`config.mk`:
```
export PLATFORM = sky130hd
export DESIGN_NAME = scan_capture
export DESIGN_NICKNAME = d
export VERILOG_FILES = /design/src/rtl/scan_capture.sv
export SDC_FILE = /design/constraint.sdc
export NUM_CORES = 1
export LEC_CHECK = 0
export CAP_MARGIN = 0
export CELL_PAD_IN_SITES_DETAIL_PLACEMENT = 1
export CELL_PAD_IN_SITES_GLOBAL_PLACEMENT = 1
export CORE_MARGIN = 2
export CORE_UTILIZATION = 39
export DETAILED_ROUTE_END_ITERATION = 10
export PLACE_DENSITY_LB_ADDON = 0.1
export SLEW_MARGIN = 10
export SYNTH_ARGS = -nofsm -noshare
export SYNTH_HDL_FRONTEND = slang
export SYNTH_SLANG_ARGS = --single-unit
```
`constraint.sdc`:
```
create_clock -name clk -period 2.61 [get_ports clk]
set_input_delay 0.522 -clock clk [delete_from_list [all_inputs] [get_ports clk]]
set_output_delay 0.522 -clock clk [all_outputs]
set_load 0.01 [all_outputs]
```
`src/rtl/scan_capture.sv`:
```
// scan_capture: rebuilds six per-digit words from an active-low multiplexed scan bus and checks scan order.
// Two-edge latency from bus to q; no backpressure, one select change per clock is accepted.
module scan_capture #(
  parameter int W       = 6,
  parameter int TIMEOUT = 1024
) (
  input  logic         clk,
  input  logic         rst,
  input  logic         en,
  input  logic [5:0]   sel_n,
  input  logic [W-1:0] din,
  output logic [W-1:0] q0,
  output logic [W-1:0] q1,
  output logic [W-1:0] q2,
  output logic [W-1:0] q3,
  output logic [W-1:0] q4,
  output logic [W-1:0] q5,
  output logic         frame_done,
  output logic         locked,
  output logic         err,
  output logic [1:0]   err_code
);

  localparam int CW = $clog2(TIMEOUT + 1);

  typedef enum logic {HUNT = 1'b0, LOCK = 1'b1} state_t;

  state_t        r_state;
  logic [5:0]    r_sel;
  logic [W-1:0]  r_din;
  logic [W-1:0]  r_q [6];
  logic [2:0]    r_prev;
  logic [2:0]    r_expect;
  logic [CW-1:0] r_cnt;
  logic          r_frame_done;
  logic          r_err;
  logic [1:0]    r_err_code;

  logic [5:0]    w_act;
  logic          w_onehot;
  logic          w_blank;
  logic          w_illegal;
  logic [2:0]    w_idx;
  logic          w_adv;
  logic          w_held;
  logic          w_order;
  logic          w_tout;
  logic [CW-1:0] w_cnt_nxt;

  assign w_act     = ~r_sel;
  assign w_onehot  = (w_act != 6'd0) && ((w_act & (w_act - 6'd1)) == 6'd0);
  assign w_blank   = (w_act == 6'd0);
  assign w_illegal = !w_onehot && !w_blank;

  always_comb begin
    w_idx = 3'd0;
    for (int i = 0; i < 6; i++) begin
      if (w_act[i]) w_idx = 3'(i);
    end
  end

  assign w_adv     = (r_state == LOCK) && w_onehot && (w_idx == r_expect);
  assign w_held    = (r_state == LOCK) && w_onehot && (w_idx == r_prev);
  assign w_order   = (r_state == LOCK) && w_onehot && !w_adv && !w_held;
  assign w_cnt_nxt = r_cnt + CW'(1);
  // Only an expect-path advance restarts the stall window; held and blank cycles count.
  assign w_tout    = (r_state == LOCK) && !w_adv && (w_cnt_nxt == CW'(TIMEOUT));

  always_ff @(posedge clk or posedge rst) begin
    if (rst) begin
      r_state      <= HUNT;
      r_sel        <= 6'h3f;
      r_din        <= '0;
      for (int i = 0; i < 6; i++) r_q[i] <= '0;
      r_prev       <= 3'd5;
      r_expect     <= 3'd4;
      r_cnt        <= '0;
      r_frame_done <= 1'b0;
      r_err        <= 1'b0;
      r_err_code   <= 2'b00;
    end else begin
      r_frame_done <= 1'b0;
      r_err        <= 1'b0;
      if (en) begin
        r_sel <= sel_n;
        r_din <= din;
        case (r_state)
          HUNT: begin
            r_cnt <= '0;
            if (w_onehot && (w_idx == 3'd5)) begin
              r_q[5]   <= r_din;
              r_prev   <= 3'd5;
              r_expect <= 3'd4;
              r_state  <= LOCK;
            end
          end
          LOCK: begin
            if (w_illegal || w_order) begin
              r_err      <= 1'b1;
              r_err_code <= w_illegal ? 2'b01 : 2'b10;
              r_state    <= HUNT;
              r_cnt      <= '0;
            end else if (w_adv) begin
              r_q[w_idx]   <= r_din;
              r_prev       <= w_idx;
              r_expect     <= (w_idx == 3'd0) ? 3'd5 : (w_idx - 3'd1);
              r_cnt        <= '0;
              r_frame_done <= (w_idx == 3'd0);
            end else if (w_tout) begin
              r_err      <= 1'b1;
              r_err_code <= 2'b11;
              r_state    <= HUNT;
              r_cnt      <= '0;
            end else begin
              if (w_held) r_q[w_idx] <= r_din;
              r_cnt <= w_cnt_nxt;
            end
          end
        endcase
      end
    end
  end

  assign q0         = r_q[0];
  assign q1         = r_q[1];
  assign q2         = r_q[2];
  assign q3         = r_q[3];
  assign q4         = r_q[4];
  assign q5         = r_q[5];
  assign frame_done = r_frame_done;
  assign err        = r_err;
  assign err_code   = r_err_code;
  assign locked     = (r_state == LOCK);

endmodule

```
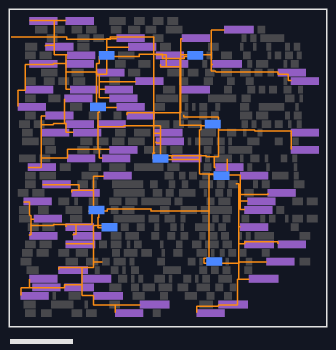
**Above:** run 1 (clock network drawn from the DEF).
Scale bar: 20 um.
[clock wires] orange | length: 1,030 um
[cells driving clock nets] blue | count: 9
[flip-flops] purple | count: 70
routed clock nets	10
flops lie	all over the die
Layout Skew: 0.01599 ns
power in the clock group: 0.000857 W
clock latency of the later-clocked register in the worst-skew pair: 0.36 ns
clock group share of total power: 30.3%

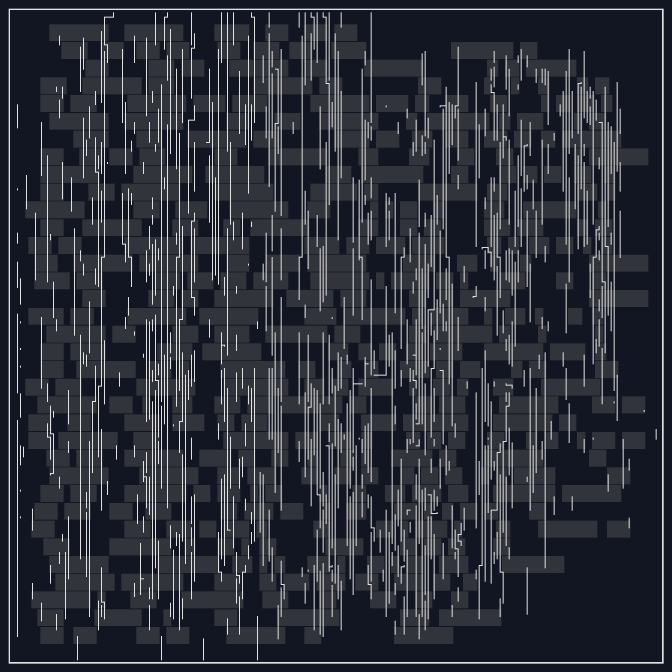
**Above:** run 1 (signal wires on met2).
Cells faint in the background.
nets with wire on the layer	396
main direction	vertical
longest straight run	58.8 um

==> summary.rpt, run 1 <==
========================================================================================
Count of hold buffers inserted by post-cts repair .........................            0
Final GP Congestion .......................................................       0.8388
Count of unique library cells instantiated by Yosys .......................           60
Cell Count, Final, Fillers Out ............................................          518
Post_cts resized ..........................................................           19
Simple-gate portion of the synthesized area ...............................       11.34%
Final Hold Violating Endpoints ............................................            0
Cell type with the largest total area .....................................      dfrtp_1
Post-synth seq share ......................................................       49.01%
Total routed wirelength ...................................................      9944 um
Final total negative setup slack ..........................................  -0.09644 ns
Flop pwr share ............................................................        45.4%
Die Ht ....................................................................     100.0 um
Main area contributors .................................................... dfrtp_1 42%, mux2_2 15%, dfstp_2 6.6%
Mean area per synthesized cell ............................................    12.32 um2
DRC violation total after the first TritonRoute iteration .................          112
Setup repair after global routing missed its margin .......................         true
Detailed route wirelength on metal2 .......................................      4800 um
Final critical-path share of the clock period .............................       101.3%
1st-pass router iterations ................................................            4
Clock root buffer .........................................................     clkbuf_8
Relative max-transition margin ............................................       65.97%
Post-CTS setup buffer count ...............................................            8
Final worst setup slack ...................................................  -0.03279 ns
Number of standard cells after synthesis ..................................          292
Failing checks ............................................................ negative setup slack
Die area ..................................................................   10,010 um2
CTS tree ..................................................................        built
Total half-perimeter wirelength after legalization and detailed placement .      6640 um
Net switching fraction of the power .......................................       31.98%
Top Layer Used ............................................................         met4
Fraction of the core area occupied by cells at floorplan ..................       39.49%
Net Count, Synth ..........................................................          310
Count of final setup violators ............................................            5
Dominant cell area share ..................................................       42.43%
Most frequently used cell type in the post-synthesis netlist ..............      dfrtp_1
Number of cells after detailed placement ..................................          490
Max Root-Sink Buffers .....................................................            2
Warning count from the yosys run ..........................................            0
Number of nets in the layout ..............................................          420
Count of tool warnings ....................................................           29
Area fraction in full adders, half adders and majority gates ..............       1.600%
CTS H-Tree Depth ..........................................................            3
Result of the run ......................................................... finished with violations
Highest fanout seen on the critical path ..................................            6
GR Overflow Total .........................................................            0
========================================================================================
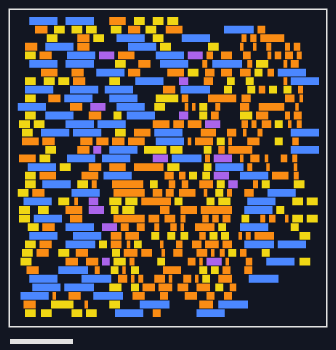
**Above:** run 1 (placed cells, one colour a class).
Scale bar: 20 um.
class	colour	cells
other buffers and delay cells	yellow	114
all other logic	orange	207
clock drivers and dummy loads	purple	16
flip-flops	blue	70
number of cell rows: 35
register share of the cell area: 34.84%
fin util: 55.71%
area of the core: 9109 um2
Final Cell Area: 5075 um2

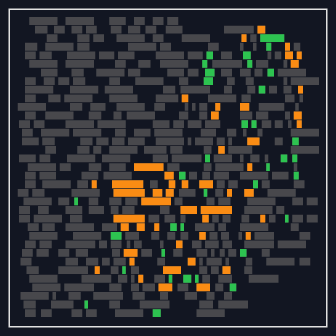
**Above:** run 1 (selected gate families).
family	colour	cells
inverting AOI/OAI gates	orange	49
NAND gates	green	35

run 1: sequential cells by signal (all words and copies together) (netlist names), 6 cells and up:
signal	cells
q4	6
r_din	6
q0	6
q2	6
q3	6
q5	6
q1	6
r_sel	6
r_cnt	11
run 1: placed cells by master (no fill, tap or decap), types with 3 or more instances in the layout:
cell type        Yosys  final
a211oi_2             1      4
buf_12               0      3
mux2_2              48     34
nor2_1               8      8
dfstp_2              9      9
a21boi_0             4      3
buf_6                4     10
nand3_1              9      8
nand3b_1             3      3
clkbuf_8             0      9
nand4_1              8      8
xnor2_1              4      3
dfrtp_1             61     57
and2_1               3      3
dfrtp_2              0      4
mux2_4               0     15
a2111oi_4            4      4
nand2_1             10     10
a21oi_1              5      4
o211ai_1             6      6
nor3_1               5      4
inv_6                0      3
o22ai_1              5      5
inv_1               16     15
a21bo_2              3      3
o21ai_0             11     11
buf_4                2     46
clkdlybuf4s50_1      0     55
run 1: stage by stage:
| step | hold slack [ns] | power [W] | instance area [um2] | worst slack (ns) |
|---|---|---|---|---|
| after floorplan | 0.5084 | 0.001617 | 3650 | 0.0003839 |
| after global placement | 0.4692 | 0.001879 | 4622 | -0.03811 |
| after detailed placement | 0.4913 | 0.001893 | 4622 | -0.08613 |
| after CTS | 0.5055 | 0.002798 | 4949 | -0.03209 |
| after global routing | 0.5207 | 0.002965 | 5075 | -0.09902 |
| final | 0.4981 | 0.002826 | 5075 | -0.03279 |
run 1: layer usage:
metal  vias to the layer above  GRT usage (%)
li1                       1306              -
met1                      1423          29.01
met2                        52          34.20
met3                         7          5.780
met4                         0          6.533
met5                         -              0
run 1: kinds of logic (layout without fill, tap and decap cells):
family	Yosys count	count (layout)
flip-flops	70	70
multiplexers	51	51
buffers and inverters	31	146
adder cells (fa/ha/maj)	5	5
AND-OR/OR-AND	65	65
AND/OR/NAND/NOR	66	66
XOR/XNOR	4	4
run 1: worst max-delay path, delay by kind of cell, from the launching register on:
family	cells	cell delay (ns)
AOI/OAI and AO/OA	3	0.83
and+or+nand+nor	1	0.56
muxes	2	0.48
DFF	1	0.46
adders and majority gates	1	0.20
run 1: final cells by class:
type,instances,area (um2)
Inverter,16,60.06
Clock inverter,7,66.31
Multi-Input combinational cell,191,1849
Clock buffer,9,123.9
Timing Repair Buffer,114,1069
Tap cell,111,138.9
Sequential cell,70,1768
Fill cell,969,4034
run 1: final timing paths:
kind                       cells past startpoint  slack, ns         to      from
max                                            7      -0.03      q1[1]  r_cnt[0]
min                                            2       0.50  r_prev[1]       rst
max reg2reg                                    7      -0.03      q1[1]  r_cnt[0]
min reg2reg                                    1       0.51      q2[5]     q2[5]
max in group asynchronous                      4       1.43      q1[0]       rst
min in group clk                               1       0.51      q2[5]     q2[5]
run 1: power groups by stage:
stage | clock (W) | combinational, W | sequential [W]
floorplan | 0 | 0.000318 | 0.00130
global placement | 0 | 0.000584 | 0.00129
detailed placement | 0 | 0.000597 | 0.00130
CTS | 0.000882 | 0.000638 | 0.00128
global route | 0.000927 | 0.000737 | 0.00130
finish | 0.000857 | 0.000685 | 0.00128
==> inputs of run 2 (changes only) <==
--- a/config.mk
+++ b/config.mk
@@ -12,6 +12,7 @@
 export CORE_UTILIZATION = 39
 export DETAILED_ROUTE_END_ITERATION = 10
 export PLACE_DENSITY_LB_ADDON = 0.1
+export REMOVE_ABC_BUFFERS = 1
 export SLEW_MARGIN = 10
 export SYNTH_ARGS = -nofsm -noshare
 export SYNTH_HDL_FRONTEND = slang
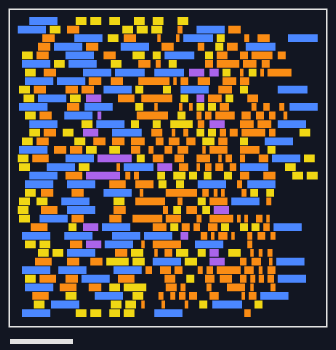
**Above:** run 2 (placed cells, one colour a class).
Scale bar: 20 um.
class	colour	cells
all other logic	orange	207
clock drivers and dummy loads	purple	16
other buffers and delay cells	yellow	109
flip-flops	blue	70
register share of the cell area: 34.77%
Final Cell Area: 5074 um2
fin util: 55.70%

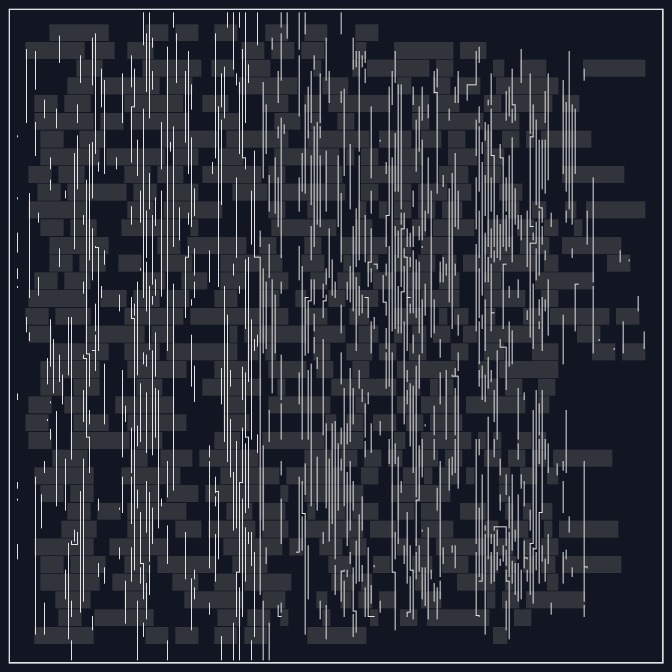
**Above:** run 2 (signal wires on met2).
Cells faint in the background.
wire length on this layer	4,550 um
longest straight run	51.7 um
Vias: 2,814
total routed wirelength: 9464 um

==> summary.rpt, run 2 <==
=================================================================================
Result of the run .................................................. finished with violations
Count of unique library cells instantiated by Yosys ................           60   unchanged
Area of the core ...................................................     9109 um2   unchanged
Die area ...........................................................   10,010 um2   unchanged
Fin Hold WS ........................................................    0.4976 ns   -0.0005000 ns
Dominant cell area share ...........................................       42.43%   unchanged
Highest fanout seen on the critical path ...........................            6   unchanged
Most instantiated logic cell after routing .........................      dfrtp_1
Count of tool warnings .............................................           28   -3.4%
DRC violation total after the first TritonRoute iteration ..........           67   -40%
Count of final setup violators .....................................            5   unchanged
Design Power .......................................................   0.002954 W   +4.5%
Failing checks ..................................................... negative setup slack
Number of standard cells after synthesis ...........................          292   unchanged
Number of buffer and inverter instances along the worst setup path .            2   +2
Final worst setup slack ............................................  -0.01273 ns   +0.02005 ns
Warning count from the yosys run ...................................            0   unchanged
Number of nets in the layout .......................................          415   -1.2%
Register bank with the most flops ..................................        r_cnt
Count of hold buffers inserted by post-cts repair ..................            0   unchanged
=================================================================================
==> run 2: area by class of cell <==
class                      count  share of cell area [%]
clock inverter                 6                   1.825
clock buffer                  10                   2.515
tap                          111                   2.737
inverter                      16                   1.184
multi-input combinational    191                   36.79
timing repair buffer         109                   20.17
sequential                    70                   34.77
==> run 2: cell families after synthesis <==
| group | count (synthesis) | synth area share, % |
|---|---|---|
| buffers and inverters | 31 | 4.417 |
| xor gates and xnor gates | 4 | 0.9738 |
| adders and majority gates | 5 | 1.600 |
| DFF | 70 | 49.01 |
| muxes | 51 | 15.90 |
| and+or+nand+nor | 66 | 11.34 |
| AOI/OAI and AO/OA | 65 | 16.77 |
==> run 2: path summary, 6_finish.rpt <==
path | depth (start not counted) | slack (ns) | startpoint | to
max | 8 | -0.01 | r_sel[3] | q4[3]
min | 2 | 0.50 | rst | r_cnt[3]
max reg2reg | 8 | -0.01 | r_sel[3] | q4[3]
min reg2reg | 1 | 0.51 | err_code[0] | err_code[0]
max in group asynchronous | 3 | 1.44 | rst | r_expect[2]
min in group clk | 1 | 0.51 | err_code[0] | err_code[0]
==> run 2: power breakdown <==
part	internal (W)	switching, W
Combinational	0.000343	0.000309
Clock	0.000545	0.000453
Sequential	0.00120	0.000107
Total	0.00208	0.000870
==> run 2: routing by layer <==
metal | routed length, um | up-vias | GRT usage [%] | share of wire, %
met5 | 0 | - | 0 | 0
met4 | 130 | 0 | 7.165 | 1.4
met3 | 448 | 10 | 5.153 | 4.7
met2 | 4554 | 50 | 32.64 | 48
met1 | 4330 | 1461 | 26.36 | 46
li1 | - | 1293 | - | -
==> run 2: repair_timing <==
action                     4_1_cts  5_1_grt
setup endpoints to repair       37       37
pin swaps                        6       15
buffers inserted                 3        9
gates resized                   12       36
==> run 2: per-stage QoR <==
step,std cells,setup slack (ns)
after floorplan,277,-0.1153
after global placement,488,-0.04848
after detailed placement,488,-0.1130
after CTS,505,-0.02328
after global routing,513,-0.06368
final,513,-0.01273
==> inputs of run 3 (changes only) <==
--- a/config.mk
+++ b/config.mk
@@ -5,11 +5,12 @@
 export SDC_FILE = /design/constraint.sdc
 export NUM_CORES = 1
 export LEC_CHECK = 0
+export ABC_CLOCK_PERIOD_IN_PS = 2500
 export CAP_MARGIN = 0
 export CELL_PAD_IN_SITES_DETAIL_PLACEMENT = 1
 export CELL_PAD_IN_SITES_GLOBAL_PLACEMENT = 1
 export CORE_MARGIN = 2
-export CORE_UTILIZATION = 39
+export CORE_UTILIZATION = 43
 export DETAILED_ROUTE_END_ITERATION = 10
 export PLACE_DENSITY_LB_ADDON = 0.1
 export REMOVE_ABC_BUFFERS = 1
==> constraint.sdc (replaced) <==
create_clock -name clk -period 2.5 [get_ports clk]
set_input_delay 0.5 -clock clk [delete_from_list [all_inputs] [get_ports clk]]
set_output_delay 0.5 -clock clk [all_outputs]
set_load 0.01 [all_outputs]
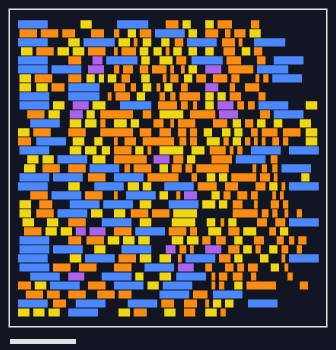
**Above:** run 3 (placed cells, one colour a class).
Scale bar: 20 um.
class	colour	cells
flip-flops	blue	70
clock drivers and dummy loads	purple	16
other buffers and delay cells	yellow	128
all other logic	orange	207
register share of the cell area: 33.51%
area of the core: 8175 um2
number of cell rows: 33
fin util: 64.36%

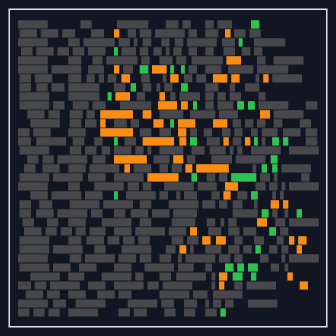
**Above:** run 3 (selected gate families).
family	colour	cells
inverting AOI/OAI gates	orange	49
NAND gates	green	35

==> summary.rpt, run 3 <==
======================================================================
Final worst setup slack .................................   -0.1415 ns   -0.1287 ns
Worst-case reg-to-reg path depth ........................            8   unchanged
Critical register-to-register path startpoint ...........     r_cnt[0]
Design Power ............................................   0.003045 W   +3.1%
Count of final setup violators ..........................           36   +31
Count of tool warnings ..................................           28   unchanged
Total routed wirelength .................................    11,860 um   +25%
Minimum setup slack among reg-to-reg paths ..............     -0.14 ns   -0.13 ns
Result of the run ....................................... finished with violations
Register bank with the most flops .......................        r_cnt
Post-route met1 wirelength ..............................      5157 um   +19%
Count of unique library cells instantiated by Yosys .....           60   unchanged
Dominant cell area share ................................       42.43%   unchanged
Highest fanout seen on the critical path ................            6   unchanged
Capture instance of the worst register-to-register path .        q0[3]
Detailed route wirelength on metal2 .....................      6039 um   +33%
Vias ....................................................        2,905   +3.2%
Die area ................................................     9114 um2   -8.9%
Failing checks .......................................... negative setup slack
Warning count from the yosys run ........................            0   unchanged
======================================================================
-- run 3: cell counts after synthesis --
Identical to the previous run, type by type.
-- run 3: timing repair --
action                     CTS  global route
hold buffers                 0             0
setup endpoints to repair   40            40
pin swaps                   18             5
buffers inserted            11             4
gates resized               56            12
-- run 3: cell families (layout without fill, tap and decap cells) --
group                    Yosys count  count (layout)  share of synthesized area (%)
AND/OR/NAND/NOR                   66              66                          11.34
AND-OR/OR-AND                     65              65                          16.77
adder cells (fa/ha/maj)            5               5                          1.600
buffers and inverters             31             160                          4.417
XOR/XNOR                           4               4                         0.9738
flip-flops                        70              70                          49.01
multiplexers                      51              51                          15.90
-- run 3: worst max path at each step --
stage,start,to,slack (ns),cells past startpoint
after floorplan,r_sel[3],err_code[0],-0.23,6
after global placement,r_cnt[0],q1[3],-0.15,8
after detailed placement,r_cnt[1],q0[0],-0.28,7
after CTS,r_sel[3],q2[2],-0.08,9
after global routing,r_cnt[1],q0[3],-0.23,8
final,r_cnt[0],q0[3],-0.14,8
-- run 3: area by class of cell --
type,count,share of cell area (%)
inverters,16,1.141
flip-flops and latches,70,33.51
clock inverters,7,1.451
clock buffers,9,2.354
repair buffers,128,22.43
multi-input cells,191,36.62
well taps,105,2.497
-- run 3: per-stage QoR --
step	cell area, um2	setup WS [ns]	TNS (ns)	std cells
5_1_grt	5261	-0.2280	-6.217	526
3_3_place_gp	4641	-0.1519	-3.528	495
6_report	5261	-0.1415	-2.955	526
3_5_place_dp	4641	-0.2760	-7.532	495
2_1_floorplan	3498	-0.2253	-6.324	277
4_1_cts	5176	-0.07575	-0.7623	522
-- run 3: critical path, cell delays in order, from the launching register on --
cell and delay, ns:
dfrtp_1 0.45, ha_4 0.21, a211o_1 0.26, a21boi_2 0.17, mux2i_2 0.12, or4b_4 0.57
o2111ai_4 0.25, buf_12 0.17, mux2_4 0.31
-- run 3: metal layers --
metal,global-route usage (%),up-vias
li1,-,1333
met1,31.70,1499
met2,46.19,58
met3,8.617,15
met4,7.619,0
met5,0,-
-- run 3: where the power goes --
group	internal, W	switching, W	total [W]
Combinational	0.000389	0.000365	0.000754
Sequential	0.00125	0.0000999	0.00135
Clock	0.000398	0.000545	0.000943

## Gallery

Cell outlines without signal wires.
image #1
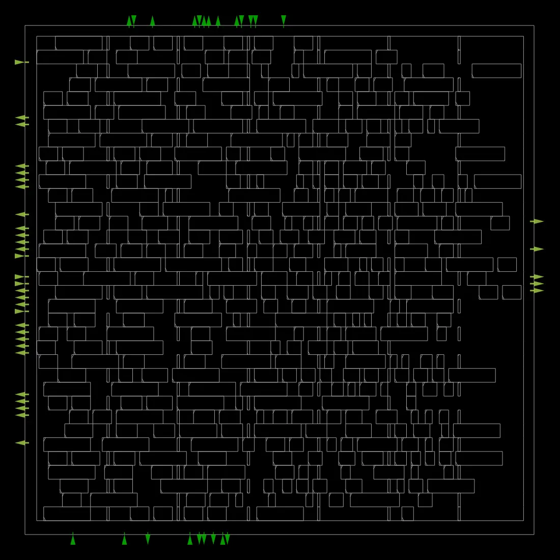
image #2
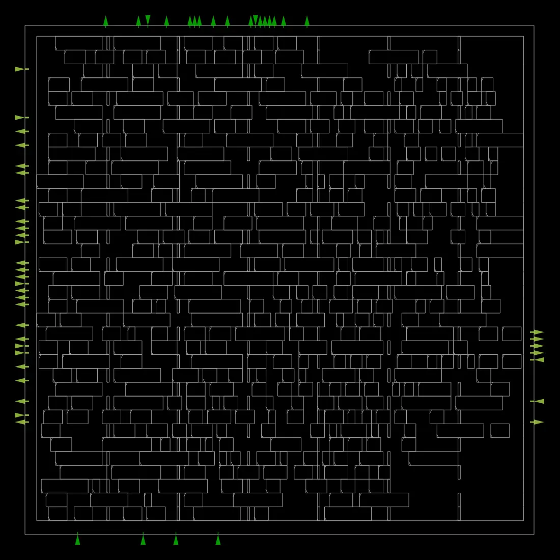
image #3
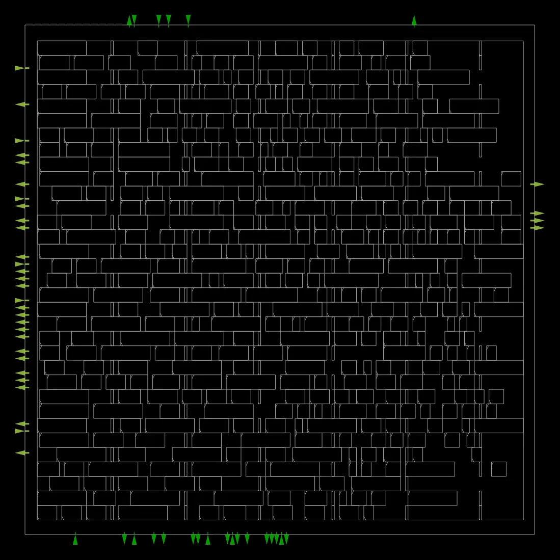
| picture | from |
|---|---|
| image #1 | run 2 |
| image #3 | run 3 |
| image #2 | run 1 |

No activity file was given, so power comes from the tool's default toggle rates.
